--- src/rtl/mem_arbiter.sv ---
// ----------------------------------------------------------------------------
// mem_arbiter
//   Shares one Avalon-style master port between an instruction-fetch
//   requester (read only) and a data requester (read/write). One transaction
//   is in flight at a time. The state sequence is IDLE -> BUS_I/BUS_D -> DONE
//   -> IDLE. Every output is registered.
//
//   Configuration macro:
//     ARB_ROUND_ROBIN_EN  defined   : contended grants alternate. The requester
//                                     not served most recently wins, and the
//                                     first contended grant goes to fetch.
//                         undefined : data always wins a contended grant.
//
//   Parameters:
//     WAIT_MAX      number of waitrequest cycles before a transaction is
//                   abandoned (1..65535)
//
//   Ports:
//     clk, reset    clock, synchronous active-high reset
//     i_req/i_addr  fetch request (level) and word address
//     i_rdata/i_ack fetch read data and one-cycle completion pulse
//     d_req/d_we/d_addr/d_wdata/d_be
//                   data request (level), write flag, address, write data,
//                   byte enables
//     d_rdata/d_ack data read data and one-cycle completion pulse
//     m_*           master port: address, read, write, byteenable,
//                   writedata, waitrequest, readdata
//     err           sticky bus-timeout flag, cleared only by reset
// ----------------------------------------------------------------------------
module mem_arbiter #(
    parameter int WAIT_MAX = 255
) (
    input  logic        clk,
    input  logic        reset,
    input  logic        i_req,
    input  logic [31:0] i_addr,
    output logic [31:0] i_rdata,
    output logic        i_ack,
    input  logic        d_req,
    input  logic        d_we,
    input  logic [31:0] d_addr,
    input  logic [31:0] d_wdata,
    input  logic [3:0]  d_be,
    output logic [31:0] d_rdata,
    output logic        d_ack,
    output logic [31:0] m_address,
    output logic        m_read,
    output logic        m_write,
    output logic [3:0]  m_byteenable,
    output logic [31:0] m_writedata,
    input  logic        m_waitrequest,
    input  logic [31:0] m_readdata,
    output logic        err
);

    typedef enum logic [1:0] {IDLE, BUS_I, BUS_D, DONE} state_t;

    // A stalled cycle that arrives with the counter at this value is the
    // WAIT_MAX-th stall, so that cycle abandons the transaction.
    localparam logic [15:0] WAIT_LAST = 16'(WAIT_MAX - 1);

    state_t      state;
    logic [15:0] wait_cnt;
    logic        grant_d;

`ifdef ARB_ROUND_ROBIN_EN
    // This bit is 1 when data was the last requester granted. It resets to
    // data, so the first contended grant goes to fetch.
    logic last_d;

    always_comb begin
        grant_d = d_req && (!i_req || !last_d);
    end
`else
    always_comb begin
        grant_d = d_req;
    end
`endif

    always_ff @(posedge clk) begin
        if (reset) begin
            state        <= IDLE;
            wait_cnt     <= 16'd0;
            m_address    <= 32'd0;
            m_read       <= 1'b0;
            m_write      <= 1'b0;
            m_byteenable <= 4'd0;
            m_writedata  <= 32'd0;
            i_rdata      <= 32'd0;
            d_rdata      <= 32'd0;
            i_ack        <= 1'b0;
            d_ack        <= 1'b0;
            err          <= 1'b0;
`ifdef ARB_ROUND_ROBIN_EN
            last_d       <= 1'b1;
`endif
        end else begin
            i_ack <= 1'b0;
            d_ack <= 1'b0;
            case (state)
                IDLE: begin
                    // The request fields are captured here once. They stay
                    // in the m_* registers for the whole bus phase.
                    if (grant_d) begin
                        state        <= BUS_D;
                        m_address    <= d_addr;
                        m_read       <= !d_we;
                        m_write      <= d_we;
                        m_byteenable <= d_be;
                        m_writedata  <= d_wdata;
                        wait_cnt     <= 16'd0;
`ifdef ARB_ROUND_ROBIN_EN
                        last_d       <= 1'b1;
`endif
                    end else if (i_req) begin
                        state        <= BUS_I;
                        m_address    <= i_addr;
                        m_read       <= 1'b1;
                        m_write      <= 1'b0;
                        m_byteenable <= 4'hF;
                        wait_cnt     <= 16'd0;
`ifdef ARB_ROUND_ROBIN_EN
                        last_d       <= 1'b0;
`endif
                    end
                end
                BUS_I, BUS_D: begin
                    if (!m_waitrequest) begin
                        state   <= DONE;
                        m_read  <= 1'b0;
                        m_write <= 1'b0;
                        if (state == BUS_I) begin
                            i_ack   <= 1'b1;
                            i_rdata <= m_readdata;
                        end else begin
                            d_ack <= 1'b1;
                            // A write leaves the data read register untouched.
                            if (m_read) d_rdata <= m_readdata;
                        end
                    end else if (wait_cnt == WAIT_LAST) begin
                        // Timeout: drop the bus, flag the error and still ack
                        // the owner so that it does not hang. The owner's read
                        // data is zeroed.
                        state    <= DONE;
                        m_read   <= 1'b0;
                        m_write  <= 1'b0;
                        err      <= 1'b1;
                        wait_cnt <= wait_cnt + 16'd1;
                        if (state == BUS_I) begin
                            i_ack   <= 1'b1;
                            i_rdata <= 32'd0;
                        end else begin
                            d_ack   <= 1'b1;
                            d_rdata <= 32'd0;
                        end
                    end else begin
                        wait_cnt <= wait_cnt + 16'd1;
                    end
                end
                // Requests are not looked at in DONE. A request that is still
                // held gets arbitrated again in the IDLE cycle that follows.
                DONE:    state <= IDLE;
                default: state <= IDLE;
            endcase
        end
    end

endmodule

--- config.mk ---
export PLATFORM = sky130hd
export DESIGN_NAME = mem_arbiter
export DESIGN_NICKNAME = d
export VERILOG_FILES = /design/src/rtl/mem_arbiter.sv
export SDC_FILE = /design/constraint.sdc
export NUM_CORES = 1
export LEC_CHECK = 0
export CAP_MARGIN = 25
export CORE_MARGIN = 1.5
export CORE_UTILIZATION = 42
export DETAILED_ROUTE_END_ITERATION = 12
export GPL_TIMING_DRIVEN = 0
export PLACE_DENSITY = 0.89
export REMOVE_ABC_BUFFERS = 1
export SYNTH_ARGS = -nofsm -noshare
export SYNTH_HDL_FRONTEND = slang
export SYNTH_SLANG_ARGS = --single-unit
--- constraint.sdc ---
create_clock -name clk -period 2.86 [get_ports clk]
set_input_delay 0.572 -clock clk [delete_from_list [all_inputs] [get_ports clk]]
set_output_delay 0.572 -clock clk [all_outputs]
set_load 0.03 [all_outputs]
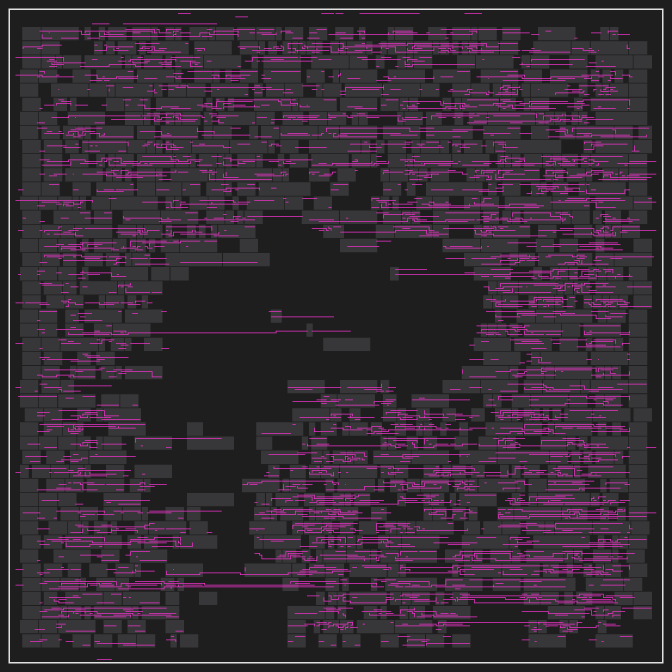
(run_1/layer_met1.png)
Cells faint in the background.
main direction = horizontal
share of all routed wire = 38%
wire length on this layer = 7490 um
nets with wire on the layer = 950
longest straight run = 32.7 um
DR vias: 6458
final wirelength: 19.8 mm
met1 Use GR: 0.277

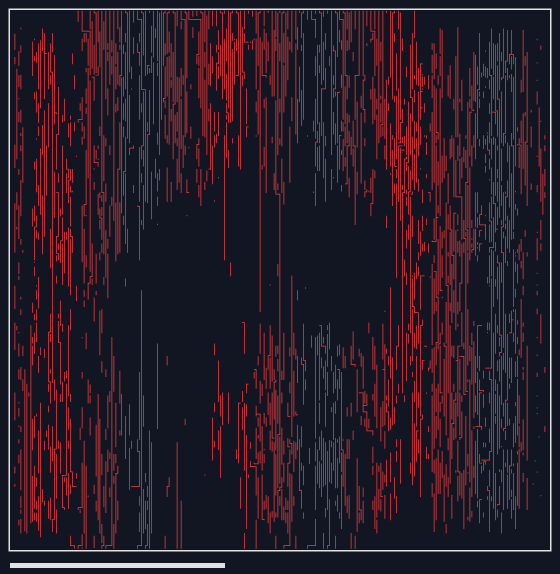
(run_1/layer_met2.png)
The bar under the picture is 50 um long.
nets with wire on the layer = 939
longest straight run = 72.2 um
wire length on this layer = 9960 um
share of all routed wire = 50%
main direction = vertical
met2 Usage GRT: 0.439

==> results.py, run 1 <==
# Physical implementation metrics
metrics = {
    "status": {
        "status": "finished, final reports clean",
    },
    "clock_network": {
        "cts.path.max_buffers": 2,
        "clock.latency.late_pin_ns": 0.42,
        "ctsResizeCount": 0,
        "cts_max_level": 4,
        "post-cts-setup-buffers": 0,
    },
    "final_timing": {
        "setup_viol": 0,
        "drv_slew": 0,
        "slew-limit-headroom": 0.370,
        "final.setup.worst_slack_ns": 0.143,
        "fin_crit_ns": 2.72,
        "fin_worst_skew_ns": 0.00516,
    },
    "worst_setup_path": {
        "cp_common_cell": "buf_6",
        "startpoint_type": "flop",
        "critPathLaunch": "state[0]",
        "cp_slowest_cell": "nor3_2",
        "worstPathCellList": "inv_1, ha_1, nand2b_1, nor3_2, buf_6, buf_6, a32oi_1, o21ai_1",
        "crit_path_max_fanout": 14,
        "worst-r2r-cell-count": 8,
    },
    "floorplan": {
        "chip_area_um2": 15800,
        "io-pin-count": 275,
    },
    "drt": {
        "drc": 0,
        "drt_iter0_drc": 464,
    },
    "placed_design": {
        "place.gp.congestion": 0.821,
        "post-place-cells": 1133,
    },
    "yosys": {
        "synthTopLogicFamily": "AND-OR/OR-AND gates",
        "synthMuxAreaShare": 0.0557,
        "ys.warnings.count": 0,
        "synth-edff-count": 0,
        "ys_cells": 730,
        "syn_area_um2": 6310,
        "fa_ha_area_frac": 0.00793,
        "synthArstFlopShare": 0,
        "ys_area_um2": 6310,
    },
    "flow_run": {
        "drv_cap": 0,
    },
    "grt": {
        "grt_pass1_vias": 6225,
        "grt_max_degree": 75,
        "antenna_found_initial": 0,
        "grt_util_all_layers": 0.249,
        "gr-total-overflow": 0,
    },
    "power_and_ir_drop": {
        "peakVddDrop_v": 0.000479,
        "p_leak_nw": 3.54,
        "powerDensity_nw_per_um2": 899,
    },
    "cells_and_area": {
        "instances_no_fill": 1165,
        "drive_gt1_frac": 0.0612,
    },
    "min_path": {
        "holdPathEnd": "m_writedata[8]",
    },
}
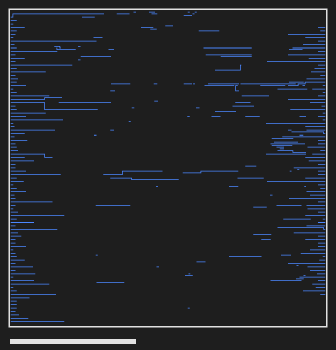
(run_1/layer_met3.png)
The bar under the picture is 50 um long.
wire length on this layer = 1700 um
nets with wire on the layer = 217
GR Layer Usage met3: 0.0706

## run 1: power by group
part           internal, mW  total, mW  switching, mW
Combinational          1.48       3.66           2.18
Sequential             2.60       2.86          0.259
Clock                  1.52       2.42          0.905
## run 1: routing by layer
layer / vias up / wire (um)
li1: 3106 / -
met1: 2986 / 7490
met2: 315 / 9960
met3: 51 / 1700
met4: 0 / 704
met5: - / 0
## run 1: state kept, by name (all words and copies together), names as in the netlist
| register | flops |
|---|---|
| d_ack | 1 |
| d_rdata | 32 |
| err | 1 |
| i_ack | 1 |
| i_rdata | 32 |
| m_address | 32 |
| m_byteenable | 4 |
| m_read | 1 |
| m_write | 1 |
| m_writedata | 32 |
| state | 2 |
| wait_cnt | 16 |
## run 1: cells in the mapped netlist (all sizes together) (2+ instances only)
cell type / instances
o21a: 4
ha: 4
nand3: 37
a32oi: 32
xor2: 2
and2: 3
a211oi: 33
nor4: 2
nor2: 40
clkbuf: 50
nor4b: 3
or3: 2
nand2b: 3
nor3b: 2
mux2i: 34
or4: 8
o31ai: 7
o221a: 4
xnor2: 2
nand4: 5
o21ai: 66
dfxtp: 155
buf: 18
nor3: 4
a21oi: 79
inv: 8
and4: 2
nand2: 109
## run 1: area by class of cell
type | count | area [um^2]
fillers | 1127 | 4640
flip-flops and latches | 155 | 3100
inverters | 9 | 35.0
clock buffers | 20 | 457
well taps | 184 | 230
multi-input cells | 498 | 2920
clock inverters | 12 | 188
repair buffers | 287 | 3010
## run 1: worst max-delay path, delay by kind of cell (launching register included)
kind                       cells  cell delay [ns]
AOI/OAI and AO/OA              2             0.20
adders and majority gates      1             0.46
buffers and inverters          3             0.50
DFF                            1             0.36
and+or+nand+nor                2             1.11
==> run_1/clocks.png <==
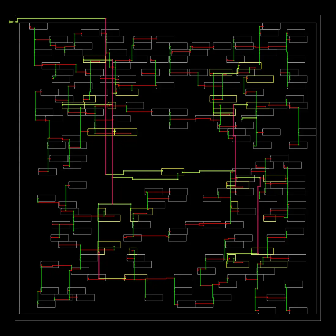

==> run 2, diff against run 1 <==
--- a/config.mk
+++ b/config.mk
@@ -5,7 +5,7 @@
 export SDC_FILE = /design/constraint.sdc
 export NUM_CORES = 1
 export LEC_CHECK = 0
-export CAP_MARGIN = 25
+export CAP_MARGIN = 20
 export CORE_MARGIN = 1.5
 export CORE_UTILIZATION = 42
 export DETAILED_ROUTE_END_ITERATION = 12
==> constraint.sdc (replaced) <==
create_clock -name clk -period 2.7 [get_ports clk]
set_input_delay 0.54 -clock clk [delete_from_list [all_inputs] [get_ports clk]]
set_output_delay 0.54 -clock clk [all_outputs]
set_load 0.03 [all_outputs]
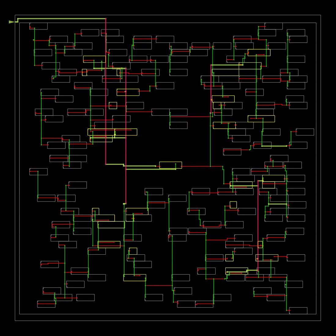
(run_2/clocks.png)
clock sinks: 155
CTS buffer count: 17
clock skew: 0.0117 ns
P_clk: 2.55 mW

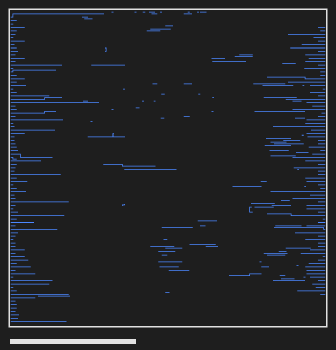
(run_2/layer_met3.png)
The bar under the picture is 50 um long.
wire length on this layer = 1620 um
nets with wire on the layer = 219
main direction = horizontal
share of all routed wire = 8.2%
final wirelength: 19.7 mm
DR vias: 6457

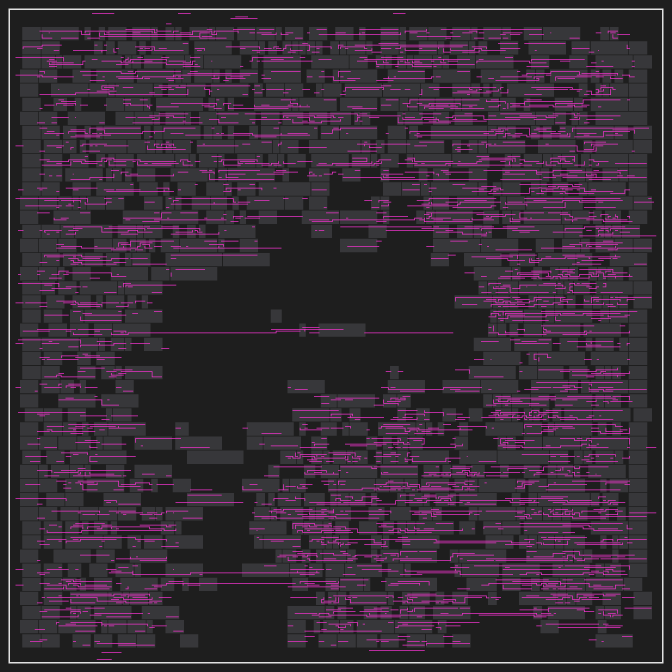
(run_2/layer_met1.png)
Cells faint in the background.
nets with wire on the layer = 951
longest straight run = 28.5 um
share of all routed wire = 38%
wire length on this layer = 7500 um
main direction = horizontal
met1 Use GR: 0.279

==> run 2 against run 1 <==
Against the previous run: sequential share of layout area up 0.059 points; via count about the same; hold slack is essentially flat; largest power group unchanged; design area down 0.19%; largest cell class unchanged; die size unchanged; clock-buffer cell count down 1.
==> results.py, run 2 <==
# Physical implementation metrics
metrics = {
    "cells_and_area": {
        "seqCellArea_um2": 3100,
        "num-fill-cells": 1127,
        "drive_gt1_frac": 0.0622,
    },
    "yosys": {
        "synthTopCellsByCount": "dfxtp_1, nand2_1, a21oi_1, clkbuf_1, nor2_1",
        "synthMuxAreaShare": 0.0557,
        "ys_types": 47,
        "ys.warnings.count": 0,
        "syn_area_um2": 6310,
        "synthTopLogicFamily": "AND-OR/OR-AND gates",
        "fa_ha_area_frac": 0.00793,
        "top_cell": "dfxtp_1",
        "synthArstFlopShare": 0,
        "ys_cells": 730,
        "synth-edff-count": 0,
        "ys_area_um2": 6310,
    },
    "drt": {
        "drt_iter0_drc": 435,
        "drc": 0,
        "route.met3.wl_mm": 1.62,
        "route.met2.wl_mm": 9.88,
        "routed.top_layer": "met4",
        "wl_met1_mm": 7.50,
    },
    "grt": {
        "antenna_found_initial": 0,
        "met2_usage": 0.430,
        "gr-total-overflow": 0,
        "grtUsageMet3": 0.0625,
        "grt_util_all_layers": 0.248,
        "grt_pass1_vias": 6212,
    },
    "worst_setup_path": {
        "worst-r2r-cell-count": 5,
        "crit_path_max_fanout": 14,
        "worstPathCellList": "clkdlybuf4s50_1, nand2b_1, nor3_4, buf_6, buf_6, a32oi_1, o21ai_1",
        "startpoint_type": "input port",
        "cp_common_cell": "buf_6",
        "cp_slowest_cell": "nand2b_1",
    },
    "power_and_ir_drop": {
        "powerDensity_nw_per_um2": 952,
        "sw_frac_of_total": 0.377,
        "peakVddDrop_v": 0.000523,
        "clkPwrFrac": 0.270,
        "seq_power_share": 0.321,
        "combPwrFrac": 0.410,
        "power_switching_mw": 3.56,
        "internal_power_mw": 5.89,
        "p_leak_nw": 3.53,
    },
    "final_timing": {
        "drv_slew": 0,
        "setup_viol": 0,
        "slew-limit-headroom": 0.383,
        "fin_crit_ns": 2.52,
    },
    "status": {
        "status": "finished, final reports clean",
    },
    "min_path": {
        "hold_start": "m_writedata[15]",
        "holdPathEnd": "m_writedata[15]",
    },
    "floorplan": {
        "io-pin-count": 275,
        "die_w_um": 126,
        "die_h_um": 126,
        "chip_area_um2": 15800,
    },
    "clock_network": {
        "cts.path.max_buffers": 2,
        "post-cts-setup-buffers": 0,
        "clock.latency.late_pin_ns": 0.42,
        "cts_max_level": 4,
        "ctsResizeCount": 2,
    },
    "placed_design": {
        "place.gp.congestion": 0.821,
    },
    "flow_run": {
        "drv_cap": 0,
    },
}
[run 2: worst max-delay path: cells and delay by family]
kind / cells / cell delay [ns]
AND-OR/OR-AND: 2 / 0.21
buffers and inverters: 3 / 0.98
AND/OR/NAND/NOR: 2 / 1.11
[run 2: area by class of cell]
type / count / area share
clock buffers: 19 / 0.0446
clock inverters: 13 / 0.0190
inverters: 9 / 0.00353
multi-input cells: 498 / 0.296
flip-flops and latches: 155 / 0.313
well taps: 184 / 0.0232
repair buffers: 286 / 0.301
[run 2: per-stage QoR]
| step | setup TNS [ns] | cells | area (um^2) | hold WS [ns] | setup WS (ns) |
|---|---|---|---|---|---|
| 6_report | 0 | 1164 | 9930 | 0.453 | 0.180 |
| 4_1_cts | 0 | 1164 | 9920 | 0.455 | 0.0702 |
| 3_3_place_gp | -405.89 | 1120 | 9000 | 0.441 | -5.17 |
| 2_1_floorplan | -17.71 | 662 | 6030 | 0.443 | -0.572 |
| 3_5_place_dp | -12.41 | 1132 | 9280 | 0.446 | -0.379 |
| 5_1_grt | 0 | 1164 | 9930 | 0.470 | 0.0494 |
[run 2: power by group through the flow]
stage	Sequential (mW)	Combinational [mW]	Clock (mW)
after floorplan	3.92	1.18	0
after global placement	3.05	3.58	0
after detailed placement	3.07	3.83	0
after CTS	3.03	3.85	2.58
after global routing	3.09	4.13	2.69
final	3.03	3.87	2.55
[run 2: how the worst max path moves through the flow]
stage,start,to,cells past startpoint
floorplan,state[0],d_rdata[10],6
global placement,reset,d_rdata[0],4
detailed placement,state[0],i_rdata[9],7
CTS,state[0],d_rdata[10],8
global route,m_waitrequest,d_rdata[10],7
finish,m_waitrequest,d_rdata[10],7
No activity file was given, so power comes from the tool's default toggle rates.
